**src/rtl/vga_sync_if.sv**
```systemverilog
// Timing bundle from vga_sync_gen to the pixel-draw stage.
// master drives, slave (draw stage) consumes.
interface vga_sync_if;
    logic       Pix_Tick_Out;
    logic [9:0] Val_Row_Out;
    logic [9:0] Val_Col_Out;
    logic       Disp_Ena_Out;
    logic       HSync_Out;
    logic       VSync_Out;
    logic       Frame_Start_Out;

    modport master (
        output Pix_Tick_Out,
        output Val_Row_Out,
        output Val_Col_Out,
        output Disp_Ena_Out,
        output HSync_Out,
        output VSync_Out,
        output Frame_Start_Out
    );

    modport slave (
        input Pix_Tick_Out,
        input Val_Row_Out,
        input Val_Col_Out,
        input Disp_Ena_Out,
        input HSync_Out,
        input VSync_Out,
        input Frame_Start_Out
    );
endinterface

```
**src/rtl/vga_sync_gen.sv**
```systemverilog
// VGA timing master: pixel-tick divider, row/col counters, syncs and enable.
// Define VGA_SYNC_DELAY_EN to delay HSync/VSync by one clock.
module vga_sync_gen #(
    parameter int unsigned CLK_DIV   = 4,
    parameter int unsigned H_VISIBLE = 640,
    parameter int unsigned H_FRONT   = 16,
    parameter int unsigned H_SYNC    = 96,
    parameter int unsigned H_BACK    = 48,
    parameter int unsigned V_VISIBLE = 480,
    parameter int unsigned V_FRONT   = 10,
    parameter int unsigned V_SYNC    = 2,
    parameter int unsigned V_BACK    = 33
) (
    input  logic       Master_Clock_In,
    input  logic       Reset_In,
    vga_sync_if.master vga
);

    localparam int unsigned H_TOTAL = H_VISIBLE + H_FRONT + H_SYNC + H_BACK;
    localparam int unsigned V_TOTAL = V_VISIBLE + V_FRONT + V_SYNC + V_BACK;
    localparam int unsigned DIV_W   = (CLK_DIV > 1) ? $clog2(CLK_DIV) : 1;

    localparam logic [DIV_W-1:0] DIV_LAST = DIV_W'(CLK_DIV - 1);
    localparam logic [9:0] H_LAST = 10'(H_TOTAL - 1);
    localparam logic [9:0] V_LAST = 10'(V_TOTAL - 1);
    localparam logic [9:0] H_VIS  = 10'(H_VISIBLE);
    localparam logic [9:0] V_VIS  = 10'(V_VISIBLE);
    localparam logic [9:0] HS_BEG = 10'(H_VISIBLE + H_FRONT);
    localparam logic [9:0] HS_END = 10'(H_VISIBLE + H_FRONT + H_SYNC);
    localparam logic [9:0] VS_BEG = 10'(V_VISIBLE + V_FRONT);
    localparam logic [9:0] VS_END = 10'(V_VISIBLE + V_FRONT + V_SYNC);

    logic [DIV_W-1:0] div_q, div_d;
    logic [9:0]       row_q, row_d;
    logic [9:0]       col_q, col_d;
    logic             tick_q, tick_d;
    logic             fs_q, fs_d;
    logic             de_q, de_d;
    logic             hs_q, hs_d;
    logic             vs_q, vs_d;

    // Every output is decoded from the next-state counters so that,
    // once registered, it lines up with Row/Col in the same cycle.
    always_comb begin
        div_d  = (div_q == DIV_LAST) ? '0 : div_q + 1'b1;
        tick_d = (div_d == DIV_LAST);
        row_d  = row_q;
        col_d  = col_q;
        fs_d   = 1'b0;
        if (tick_d) begin
            if (row_q == H_LAST) begin
                row_d = '0;
                if (col_q == V_LAST) begin
                    col_d = '0;
                    fs_d  = 1'b1;
                end else begin
                    col_d = col_q + 10'd1;
                end
            end else begin
                row_d = row_q + 10'd1;
            end
        end
        de_d = (row_d < H_VIS) && (col_d < V_VIS);
        hs_d = !((row_d >= HS_BEG) && (row_d < HS_END));
        vs_d = !((col_d >= VS_BEG) && (col_d < VS_END));
    end

    always_ff @(posedge Master_Clock_In) begin
        if (Reset_In) begin
            div_q  <= '0;
            row_q  <= '0;
            col_q  <= '0;
            tick_q <= 1'b0;
            fs_q   <= 1'b0;
            de_q   <= 1'b0;
            hs_q   <= 1'b1;
            vs_q   <= 1'b1;
        end else begin
            div_q  <= div_d;
            row_q  <= row_d;
            col_q  <= col_d;
            tick_q <= tick_d;
            fs_q   <= fs_d;
            de_q   <= de_d;
            hs_q   <= hs_d;
            vs_q   <= vs_d;
        end
    end

    assign vga.Pix_Tick_Out    = tick_q;
    assign vga.Val_Row_Out     = row_q;
    assign vga.Val_Col_Out     = col_q;
    assign vga.Disp_Ena_Out    = de_q;
    assign vga.Frame_Start_Out = fs_q;

`ifdef VGA_SYNC_DELAY_EN
    // Extra stage matches the draw stage's registered colour output.
    logic hs_dly_q, hs_dly_d;
    logic vs_dly_q, vs_dly_d;

    always_comb begin
        hs_dly_d = hs_q;
        vs_dly_d = vs_q;
    end

    always_ff @(posedge Master_Clock_In) begin
        if (Reset_In) begin
            hs_dly_q <= 1'b1;
            vs_dly_q <= 1'b1;
        end else begin
            hs_dly_q <= hs_dly_d;
            vs_dly_q <= vs_dly_d;
        end
    end

    assign vga.HSync_Out = hs_dly_q;
    assign vga.VSync_Out = vs_dly_q;
`else
    assign vga.HSync_Out = hs_q;
    assign vga.VSync_Out = vs_q;
`endif

endmodule

```
**src/flat_wrapper.sv**
```systemverilog
// flat-port wrapper written by rule: the top's interface ports become plain ports
module vga_sync_gen_flat 
#(
    parameter int unsigned CLK_DIV   = 4,
    parameter int unsigned H_VISIBLE = 640,
    parameter int unsigned H_FRONT   = 16,
    parameter int unsigned H_SYNC    = 96,
    parameter int unsigned H_BACK    = 48,
    parameter int unsigned V_VISIBLE = 480,
    parameter int unsigned V_FRONT   = 10,
    parameter int unsigned V_SYNC    = 2,
    parameter int unsigned V_BACK    = 33
)
  (Master_Clock_In, Reset_In, vga_Pix_Tick_Out, vga_Val_Row_Out, vga_Val_Col_Out, vga_Disp_Ena_Out, vga_HSync_Out, vga_VSync_Out, vga_Frame_Start_Out);
  vga_sync_if vga_i ();
  input  logic Master_Clock_In;
  input  logic Reset_In;
  output wire logic [$bits(vga_i.Pix_Tick_Out)-1:0] vga_Pix_Tick_Out;
  output wire logic [$bits(vga_i.Val_Row_Out)-1:0] vga_Val_Row_Out;
  output wire logic [$bits(vga_i.Val_Col_Out)-1:0] vga_Val_Col_Out;
  output wire logic [$bits(vga_i.Disp_Ena_Out)-1:0] vga_Disp_Ena_Out;
  output wire logic [$bits(vga_i.HSync_Out)-1:0] vga_HSync_Out;
  output wire logic [$bits(vga_i.VSync_Out)-1:0] vga_VSync_Out;
  output wire logic [$bits(vga_i.Frame_Start_Out)-1:0] vga_Frame_Start_Out;
  assign vga_Pix_Tick_Out = vga_i.Pix_Tick_Out;
  assign vga_Val_Row_Out = vga_i.Val_Row_Out;
  assign vga_Val_Col_Out = vga_i.Val_Col_Out;
  assign vga_Disp_Ena_Out = vga_i.Disp_Ena_Out;
  assign vga_HSync_Out = vga_i.HSync_Out;
  assign vga_VSync_Out = vga_i.VSync_Out;
  assign vga_Frame_Start_Out = vga_i.Frame_Start_Out;
  vga_sync_gen #(.CLK_DIV(CLK_DIV), .H_VISIBLE(H_VISIBLE), .H_FRONT(H_FRONT), .H_SYNC(H_SYNC), .H_BACK(H_BACK), .V_VISIBLE(V_VISIBLE), .V_FRONT(V_FRONT), .V_SYNC(V_SYNC), .V_BACK(V_BACK)) u_core (.Master_Clock_In(Master_Clock_In), .Reset_In(Reset_In), .vga(vga_i));
endmodule
```
**config.mk**
```make
export PLATFORM = sky130hd
export DESIGN_NAME = vga_sync_gen_flat
export DESIGN_NICKNAME = d
export VERILOG_FILES = /design/src/rtl/vga_sync_if.sv /design/src/rtl/vga_sync_gen.sv /design/src/flat_wrapper.sv
export SDC_FILE = /design/constraint.sdc
export NUM_CORES = 1
export LEC_CHECK = 0
export ABC_AREA = 1
export CAP_MARGIN = 20
export CORE_MARGIN = 3
export CORE_UTILIZATION = 35
export DETAILED_ROUTE_END_ITERATION = 7
export DONT_BUFFER_PORTS = 1
export PLACE_DENSITY = 0.48
export REMOVE_ABC_BUFFERS = 1
export SLEW_MARGIN = 30
export SYNTH_ARGS = -nofsm -noshare
export SYNTH_HDL_FRONTEND = slang
export SYNTH_SLANG_ARGS = --single-unit
```
**constraint.sdc**
```tcl
create_clock -name Master_Clock_In -period 2.6 [get_ports Master_Clock_In]
set_input_delay 0.52 -clock Master_Clock_In [delete_from_list [all_inputs] [get_ports Master_Clock_In]]
set_output_delay 0.52 -clock Master_Clock_In [all_outputs]
set_load 0.02 [all_outputs]
```
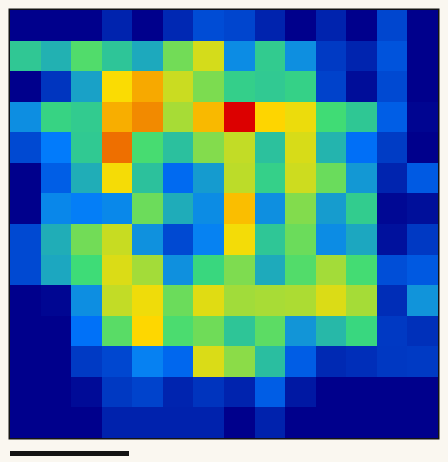
(images/wire_density.png)
Scale bar: 20 um. 14 x 14 tiles, from dark blue (low) to red (high), scaled to the fullest tile. Values are wire area over tile area, all layers added.
tiles over half the peak: 28%
mean over tiles: 0.11
nearly empty tiles: 18%
fullest tile: 0.36
via count: 1,348
wire length per cell after detailed routing: 13.3 um

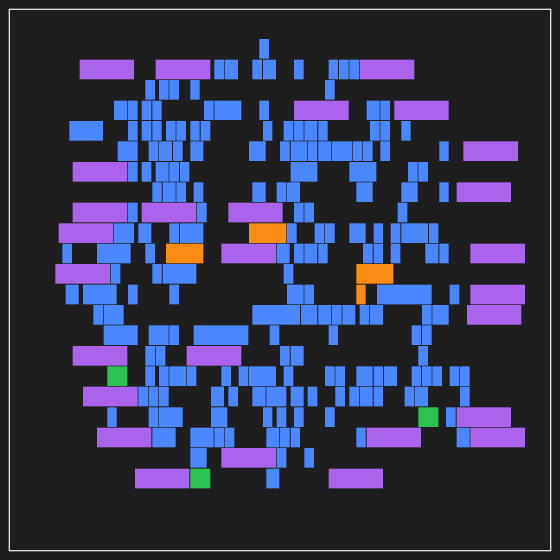
(images/cell_classes.png)
[green] other buffers and delay cells | cells: 3 | share of their area: 1.4%
[orange] clock drivers and dummy loads | cells: 4 | share of their area: 2.9%
[purple] flip-flops | cells: 27 | share of their area: 34%
[blue] all other logic | cells: 194 | share of their area: 61%
Finished Cell Area: 1630 sq um
CORE AREA: 4090 sq um
sequential fraction of total cell area: 33.2%
Placement Rows: 23

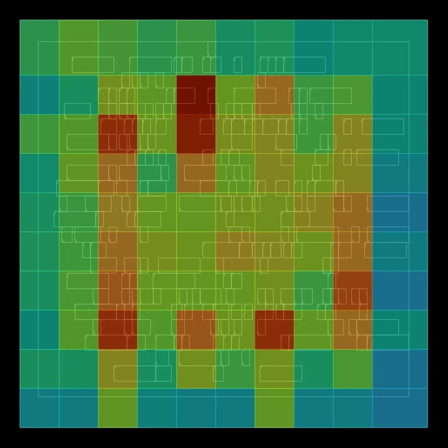
(images/final_congestion.png)
met2 track demand over resource in global routing: 23.9%
met3 track demand over resource: 4.63%
met1 Track Usage GR: 21.9%

==> impl_metrics.xml <==
<?xml version="1.0" encoding="UTF-8"?>
<metrics>
  <group name="final_layout">
    <metric name="fillerInstances" unit="">452</metric>
    <metric name="layout-area-overhead-vs-synth" unit="%">7.51</metric>
    <metric name="clock_cell_area_share" unit="%">2.76</metric>
    <metric name="sequential_cell_area_in_the_final_layout" unit="sq um">541</metric>
    <metric name="layout_top_cell" unit="">sky130_fd_sc_hd__nand2_1</metric>
    <metric name="num-clock-buffers" unit="">4</metric>
    <metric name="buffers" unit="">3</metric>
    <metric name="combGateArea" unit="sq um">848</metric>
    <metric name="layout.nonclk_buf_share" unit="%">1.38</metric>
    <metric name="ff_count" unit="">27</metric>
    <metric name="combinational_share_of_cell_area" unit="%">52.0</metric>
    <metric name="final_cell_mix" unit="">60 x sky130_fd_sc_hd__nand2_1, 41 x sky130_fd_sc_hd__nor2_1, 27 x sky130_fd_sc_hd__dfxtp_1</metric>
    <metric name="number_of_nets_in_the_layout" unit="">236</metric>
    <metric name="logic_gates" unit="">165</metric>
    <metric name="diodes" unit="">0</metric>
    <metric name="layoutNonFillerInstCount" unit="">278</metric>
    <metric name="largest_class" unit="">multi-input combinational cells</metric>
    <metric name="layout.core_utilization" unit="%">39.9</metric>
    <metric name="post_route_cells_drive_above_1_share" unit="%">9.65</metric>
  </group>
  <group name="global_route">
    <metric name="largest_net_degree_at_the_start_of_global_routing" unit="">21</metric>
    <metric name="number_of_antenna_violations_at_the_first_check_in_global_routing" unit="">0</metric>
    <metric name="gr-total-overflow" unit="">0</metric>
    <metric name="grt_first_pass_wirelength" unit="um">6400</metric>
    <metric name="number_of_global_route_vias_before_repair" unit="">1341</metric>
    <metric name="grt_most_used_layer" unit="">met2</metric>
    <metric name="gr-usage-all-layers" unit="%">15.6</metric>
  </group>
  <group name="power">
    <metric name="report.power.total" unit="W">0.000745</metric>
    <metric name="sw_frac_of_total" unit="%">25.4</metric>
    <metric name="p_leak" unit="nW">0.743</metric>
    <metric name="power-per-cell-area" unit="nW/um^2">457</metric>
    <metric name="p_comb_share" unit="%">8.2</metric>
    <metric name="share_clk_of_total_power" unit="%">31.8</metric>
    <metric name="power-top-group" unit="">registers</metric>
    <metric name="internal_power" unit="W">0.000556</metric>
    <metric name="clock_network_power_consumption" unit="W">0.000237</metric>
    <metric name="comb_cell_power" unit="W">0.0000609</metric>
    <metric name="sequentialPower" unit="W">0.000447</metric>
    <metric name="vdd_drop_max" unit="mV">0.354</metric>
    <metric name="total_switching_power" unit="W">0.000189</metric>
  </group>
  <group name="cts">
    <metric name="cts_tree" unit="">built</metric>
    <metric name="root_buffer" unit="">sky130_fd_sc_hd__clkbuf_8</metric>
    <metric name="max-clock-path-buffers" unit="">2</metric>
    <metric name="cts.reportedPaths.clkPinSlew" unit="ns">0.09</metric>
    <metric name="cts.hold.buffers_added" unit="">0</metric>
    <metric name="htree_num_levels" unit="">1</metric>
    <metric name="clkSinkCount" unit="">27</metric>
    <metric name="post_cts_resize_count" unit="">0</metric>
    <metric name="worst_skew_pair.late_latency" unit="ns">0.27</metric>
    <metric name="numCtsBuffers" unit="">3</metric>
    <metric name="post-cts-setup-buffers" unit="">0</metric>
  </group>
  <group name="worst_setup_path">
    <metric name="cp-startpoint" unit="">u_core.div_q[0]</metric>
    <metric name="critical_path_capture_point" unit="">u_core.vga.HSync_Out</metric>
    <metric name="levels_on_crit_path" unit="">11</metric>
    <metric name="timing.critical_path.max_delay_family" unit="">simple AND/OR/NAND/NOR gates</metric>
    <metric name="cp_cell_instances" unit="">inv_1 -&gt; ha_1 -&gt; nand2_1 -&gt; nor2_1 -&gt; nand3_1 -&gt; nand2_1 -&gt; nand3_1 -&gt; nand3_1 -&gt; nand2_1 -&gt; nor2_1 -&gt; nand3_1</metric>
    <metric name="crit-reg2reg-capture" unit="">u_core.vga.HSync_Out</metric>
    <metric name="worst-r2r-setup-slack" unit="ns">0.53</metric>
    <metric name="critPathRequiredTime" unit="ns">2.77</metric>
    <metric name="cpPeakStageDelay" unit="ns">0.57</metric>
    <metric name="crit_type" unit="">register to register</metric>
    <metric name="worst_path_max_delay_cell" unit="">sky130_fd_sc_hd__ha_1</metric>
    <metric name="top_cell_by_count_worst_path" unit="">sky130_fd_sc_hd__nand3_1</metric>
    <metric name="endpoint_kind" unit="">register</metric>
    <metric name="worstPathMaxFanout" unit="">16</metric>
    <metric name="start_kind" unit="">register</metric>
    <metric name="crit_arrival" unit="ns">2.23</metric>
  </group>
  <group name="synth">
    <metric name="edf_count" unit="">0</metric>
    <metric name="yosys.area_share.simple" unit="%">44.2</metric>
    <metric name="yosys_most_used_dff" unit="">sky130_fd_sc_hd__dfxtp_1</metric>
    <metric name="synthCells" unit="">225</metric>
    <metric name="synth.cellmix.adderShare" unit="%">4.13</metric>
    <metric name="ys_chip_area" unit="sq um">1520</metric>
    <metric name="yosys-mux-area-fraction" unit="%">0</metric>
    <metric name="synth-async-reset-ratio" unit="%">0</metric>
    <metric name="synth.distinct_cells" unit="">30</metric>
    <metric name="area_leaders" unit="">sky130_fd_sc_hd__dfxtp_1 36%, sky130_fd_sc_hd__nand2_1 15%, sky130_fd_sc_hd__nor2_1 10%</metric>
    <metric name="netlist.top_cell.by_area" unit="">sky130_fd_sc_hd__dfxtp_1</metric>
    <metric name="top_area_share" unit="%">35.6</metric>
    <metric name="yosysCellCount" unit="">225</metric>
    <metric name="synthTopLogicFamily" unit="">simple AND/OR/NAND/NOR gates</metric>
    <metric name="synth_flop_count" unit="">27</metric>
    <metric name="synth-warning-count" unit="">0</metric>
    <metric name="post-synth-top-count-cell" unit="">sky130_fd_sc_hd__nand2_1</metric>
    <metric name="yosys-top-cells-count" unit="">60 x sky130_fd_sc_hd__nand2_1, 41 x sky130_fd_sc_hd__nor2_1, 27 x sky130_fd_sc_hd__dfxtp_1</metric>
    <metric name="synth.cell_area" unit="sq um">1520</metric>
    <metric name="yosys.area_share.aoi" unit="%">5.86</metric>
    <metric name="ys_seq_share" unit="%">35.6</metric>
    <metric name="post_synth_xor_area_fraction" unit="%">1.73</metric>
  </group>
  <group name="timing">
    <metric name="maxClockFrequency" unit="MHz">484</metric>
    <metric name="setup_tns" unit="ns">0</metric>
    <metric name="maxSlewHeadroom" unit="%">56.2</metric>
    <metric name="timing.final.max_slew_violations" unit="">0</metric>
    <metric name="period_needed" unit="ns">2.07</metric>
    <metric name="rsz0062_at_grt" unit="">no</metric>
    <metric name="final_min_period_over_clock_period" unit="%">79.5</metric>
    <metric name="worstMarginPinSlew" unit="ns">0.658</metric>
    <metric name="timing.clock.skew" unit="ns">0.00449</metric>
    <metric name="hold_viol_final" unit="">0</metric>
    <metric name="final_critical_path_setup_slack" unit="ns">0.534</metric>
    <metric name="setup_viol_count_final" unit="">0</metric>
    <metric name="holdWs" unit="ns">0.305</metric>
  </group>
  <group name="job">
    <metric name="timing.max_cap.violations" unit="">0</metric>
    <metric name="number_of_warnings_in_the_stage_logs" unit="">27</metric>
  </group>
  <group name="place">
    <metric name="dp_cells" unit="">274</metric>
    <metric name="gp_congestion" unit="">0.794</metric>
    <metric name="pre_cts_ws" unit="ns">0.538</metric>
    <metric name="io_buffers" unit="">0</metric>
    <metric name="post_dp_cell_area" unit="sq um">1590</metric>
    <metric name="dp_hpwl" unit="um">2850</metric>
  </group>
  <group name="routing">
    <metric name="routed-wl-met3" unit="um">205</metric>
    <metric name="detail-route-antenna-nets" unit="">0</metric>
    <metric name="drt-vias-per-instance" unit="">4.85</metric>
    <metric name="dr.first_iter.drc_count" unit="">66</metric>
    <metric name="top_layer" unit="">met4</metric>
    <metric name="detailroute.wirelength.met2" unit="um">1630</metric>
    <metric name="detail_route.wirelength.met1" unit="um">1860</metric>
    <metric name="detailedRoute.firstPassIterationCount" unit="">4</metric>
    <metric name="routed_wirelength" unit="um">3710</metric>
  </group>
  <group name="floorplan">
    <metric name="floorplan.tapcells" unit="">50</metric>
    <metric name="die_h" unit="um">71.8</metric>
    <metric name="chipWidth" unit="um">71.8</metric>
    <metric name="dieArea" unit="sq um">5160</metric>
    <metric name="boundaryPins" unit="">27</metric>
    <metric name="floorplan_core_density" unit="%">37.1</metric>
  </group>
  <group name="outcome">
    <metric name="outcome" unit="">finished clean</metric>
  </group>
  <group name="min_path">
    <metric name="hold_path_origin" unit="">Reset_In</metric>
    <metric name="holdPathStages" unit="">1</metric>
    <metric name="hold_path.class" unit="">input pin to register</metric>
    <metric name="min_delay_worst_endpoint" unit="">u_core.div_q[1]</metric>
  </group>
</metrics>
Power and IR drop assume default switching activity.
